==> config.mk <==
export PLATFORM = sky130hd
export DESIGN_NAME = divider_sequencer
export DESIGN_NICKNAME = d
export VERILOG_FILES = /design/src/rtl/divider_sequencer.sv
export SDC_FILE = /design/constraint.sdc
export NUM_CORES = 1
export LEC_CHECK = 0
export ABC_AREA = 1
export CAP_MARGIN = 10
export CORE_ASPECT_RATIO = 0.8
export CORE_MARGIN = 1
export CORE_UTILIZATION = 45
export CTS_BUF_LIST = sky130_fd_sc_hd__clkbuf_4 sky130_fd_sc_hd__clkbuf_8 sky130_fd_sc_hd__clkbuf_16
export DETAILED_ROUTE_END_ITERATION = 16
export PLACE_DENSITY = 0.7
export SLEW_MARGIN = 0
export SYNTH_ARGS = -nofsm -noshare
export SYNTH_HDL_FRONTEND = slang
export SYNTH_SLANG_ARGS = --single-unit
==> constraint.sdc <==
create_clock -name i_clk -period 2.2 [get_ports i_clk]
set_input_delay 0.22 -clock i_clk [delete_from_list [all_inputs] [get_ports i_clk]]
set_output_delay 0.22 -clock i_clk [all_outputs]
set_load 0.005 [all_outputs]
==> src/rtl/divider_sequencer.sv <==
// Valid/ready front end for a multi-cycle dividerFsm: operand FIFO, single-issue launch, held result.
// Optional macro DIVIDER_SEQUENCER_DIVZERO_BYPASS_EN resolves divide-by-zero entries locally.
module divider_sequencer #(
  parameter int WIDTH = 8,
  parameter int DEPTH = 4
) (
  input  logic                         i_clk,
  input  logic                         i_rst,
  input  logic                         i_cg,
  input  logic                         i_opValid,
  output logic                         o_opReady,
  input  logic [WIDTH-1:0]             i_dividend,
  input  logic [WIDTH-1:0]             i_divisor,
  output logic                         o_begin,
  output logic [WIDTH-1:0]             o_dividend,
  output logic [WIDTH-1:0]             o_divisor,
  input  logic                         i_divBusy,
  input  logic                         i_divDone,
  input  logic [WIDTH-1:0]             i_quotient,
  input  logic [WIDTH-1:0]             i_remainder,
  output logic                         o_resValid,
  input  logic                         i_resReady,
  output logic [WIDTH-1:0]             o_quotient,
  output logic [WIDTH-1:0]             o_remainder,
  output logic                         o_divByZero,
  output logic [$clog2(DEPTH+1)-1:0]   o_count
);

  localparam int AW = $clog2(DEPTH);
  localparam int CW = $clog2(DEPTH+1);
  localparam logic [CW-1:0] FULL = CW'(DEPTH);

  typedef enum logic [1:0] {IDLE, ISSUE, WAIT, HOLD} state_t;

  state_t state, next_state;

  logic [WIDTH-1:0] fifo_dividend [DEPTH];
  logic [WIDTH-1:0] fifo_divisor  [DEPTH];
  logic [AW-1:0]    wr_ptr, rd_ptr;
  logic [CW-1:0]    count;
  logic [WIDTH-1:0] head_dividend, head_divisor;
  logic             push, pop, bypass, begin_q;

  assign head_dividend = fifo_dividend[rd_ptr];
  assign head_divisor  = fifo_divisor[rd_ptr];

`ifdef DIVIDER_SEQUENCER_DIVZERO_BYPASS_EN
  assign bypass = (head_divisor == '0);
`else
  assign bypass = 1'b0;
`endif

  always_ff @(posedge i_clk) begin
    if (i_rst)
      state <= IDLE;
    else if (i_cg)
      state <= next_state;
  end

  // A bypassed divide-by-zero entry does not need the divider, so busy does not block it.
  always_comb begin
    next_state = state;
    pop        = 1'b0;
    case (state)
      IDLE: begin
        if (count != '0) begin
          if (bypass) begin
            pop        = 1'b1;
            next_state = HOLD;
          end else if (!i_divBusy) begin
            pop        = 1'b1;
            next_state = ISSUE;
          end
        end
      end
      ISSUE:   next_state = WAIT;
      WAIT:    if (i_divDone) next_state = HOLD;
      HOLD:    if (i_resReady) next_state = IDLE;
      default: next_state = IDLE;
    endcase
  end

  always_comb begin
    o_opReady  = (count != FULL);
    o_resValid = (state == HOLD);
    o_begin    = begin_q;
    o_count    = count;
    push       = i_opValid && o_opReady;
  end

  always_ff @(posedge i_clk) begin
    if (i_cg && push) begin
      fifo_dividend[wr_ptr] <= i_dividend;
      fifo_divisor[wr_ptr]  <= i_divisor;
    end
  end

  always_ff @(posedge i_clk) begin
    if (i_rst) begin
      wr_ptr      <= '0;
      rd_ptr      <= '0;
      count       <= '0;
      begin_q     <= 1'b0;
      o_dividend  <= '0;
      o_divisor   <= '0;
      o_quotient  <= '0;
      o_remainder <= '0;
      o_divByZero <= 1'b0;
    end else if (i_cg) begin
      if (push)
        wr_ptr <= wr_ptr + AW'(1);
      if (pop)
        rd_ptr <= rd_ptr + AW'(1);
      if (push && !pop)
        count <= count + CW'(1);
      else if (pop && !push)
        count <= count - CW'(1);
      begin_q <= (next_state == ISSUE);
      // Operand registers only change on a real launch so the divider sees them stable.
      if (pop && !bypass) begin
        o_dividend <= head_dividend;
        o_divisor  <= head_divisor;
      end
      if (state == WAIT && i_divDone) begin
        o_quotient  <= i_quotient;
        o_remainder <= i_remainder;
        o_divByZero <= (o_divisor == '0);
      end else if (pop && bypass) begin
        o_quotient  <= '1;
        o_remainder <= head_dividend;
        o_divByZero <= 1'b1;
      end
    end
  end

endmodule

==> ci_impl_report.md <==
### Flow metrics

| Metric | Value |
|---|---|
| Routed Antenna Nets | `0` |
| CP Capture Type | `flop` |
| Critical Path Fanout Max | `4` |
| Via/cell ratio | `4.85` |
| Yosys top cell by instances | `nand2_1` |
| Num CTS Buffers | `9` |
| Drt drc | `4` |
| Post-synth top cells | `nand2_1, nor2_1, edfxtp_1, dfxtp_1, o21ai_0` |
| Sw frac | `24.4%` |
| Layout area overhead | `28.2%` |
| Arrival time worst endpoint | `2.24 ns` |
| Tool warning count | `29` |
| Syn Nets | `501` |
| Number of buffers added for setup after CTS | `0` |
| Nets | `581` |
| Max_slew headroom | `57.9%` |
| Top cells, area | `edfxtp_1, dfxtp_1, nand2_1, nor2_1, o21ai_0` |
| Synth mux share | `0%` |
| CP Cell Sequence | `nor2_2 -> nand2_1 -> nand2_1 -> ha_1 -> inv_1 -> fa_1 -> nand2_1 -> nand3_1 -> o21ai_0 -> a21oi_1` |
| Gr usage total | `20.1%` |
| Seq area share | `50.0%` |
| Hold depth | `3` |
| N_diodes | `0` |
| Clk root buf | `clkbuf_16` |
| Non-Filler Instances | `656` |
| Combinational power | `0.600 mW` |
| Yosys warning total | `0` |
| Crit path depth | `10` |
| Combinational share of power | `13.2%` |
| Worst reg2reg path endpoint | `o_count[2]` |
| Taps Inserted | `115` |
| Hold wc startpoint | `i_quotient[6]` |
| Ys async rst share | `0%` |
| Seq pwr share | `49.8%` |
| Int Power | `3.42 mW` |
| Failing checks | `DRC` |
| GRT overflow | `0` |
| Pwr Total | `4.53 mW` |
| Static leakage power | `2.28 nW` |
| Outcome | `finished with violations` |
| Dpl cell area | `0.00525 sq mm` |
| Inverters | `38` |
| Clk tree area frac | `5.73%` |
| Basic Gates by Area | `20.3%` |
| Comb. cell area | `0.00128 sq mm` |
| Seq pwr | `2.26 mW` |
| Clock group total power | `1.67 mW` |
| Largest net degree at the start of global routing | `38` |
| Largest registers | `fifo_dividend x32, fifo_divisor x32` |
| Logic share of the area | `23.0%` |
## placed cells by master (no fill, tap or decap)
master / netlist / layout
nand2_1: 117 / 117
nor2_1: 93 / 92
clkdlybuf4s50_1: 0 / 77
edfxtp_1: 64 / 64
dfxtp_1: 43 / 43
o21ai_0: 37 / 37
inv_1: 34 / 34
o21ai_1: 17 / 17
clkbuf_16: 0 / 11
buf_4: 4 / 9
a21oi_1: 7 / 7
nand3_1: 6 / 6
ha_1: 5 / 5
inv_2: 3 / 3
nand4_1: 3 / 3
buf_12: 0 / 3
nor2_4: 2 / 2
inv_8: 0 / 2
nor2_2: 0 / 1
a21boi_1: 0 / 1
nand2_2: 1 / 1
nand3_4: 1 / 1
clkinv_1: 1 / 1
fa_1: 1 / 1
inv_4: 0 / 1
clkbuf_4: 0 / 1
clkinvlp_4: 0 / 1
pdn.png
Scale bar: 20 um. Pins as bars on the die edge.
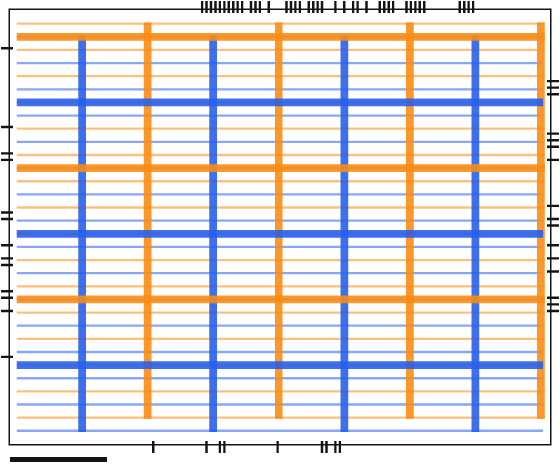
[orange] VDD
[blue] VSS
met5 straps: 6
met4 straps: 8
signal pins: 78
die width: 112 um
die height: 89.9 um
IR Drop Worst-Case VDD: 428 uV
Placeable Area: 0.00919 sq mm

cell_classes.png
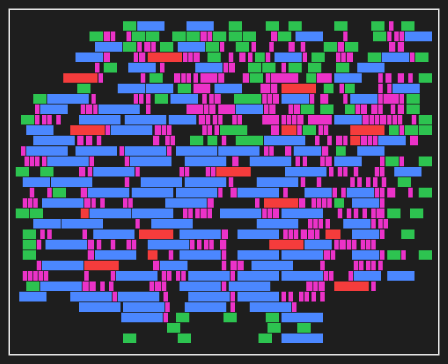
[blue] flip-flops | cells: 107
[magenta] all other logic | cells: 329
[red] clock drivers and dummy loads | cells: 16
[green] other buffers and delay cells | cells: 89
Finished Cell Area: 0.00557 sq mm
Util after Layout: 60.6%

clock_map.png
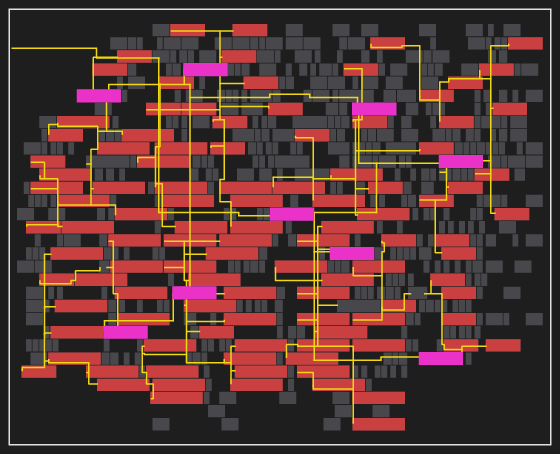
[magenta] cells driving clock nets | count: 9
[red] flip-flops | count: 107
[yellow] clock wires | length: 1,180 um
flops lie: spread over the die
clock power share: 36.9%
Layout Skew: 0.00707 ns

Power and IR drop assume default switching activity.
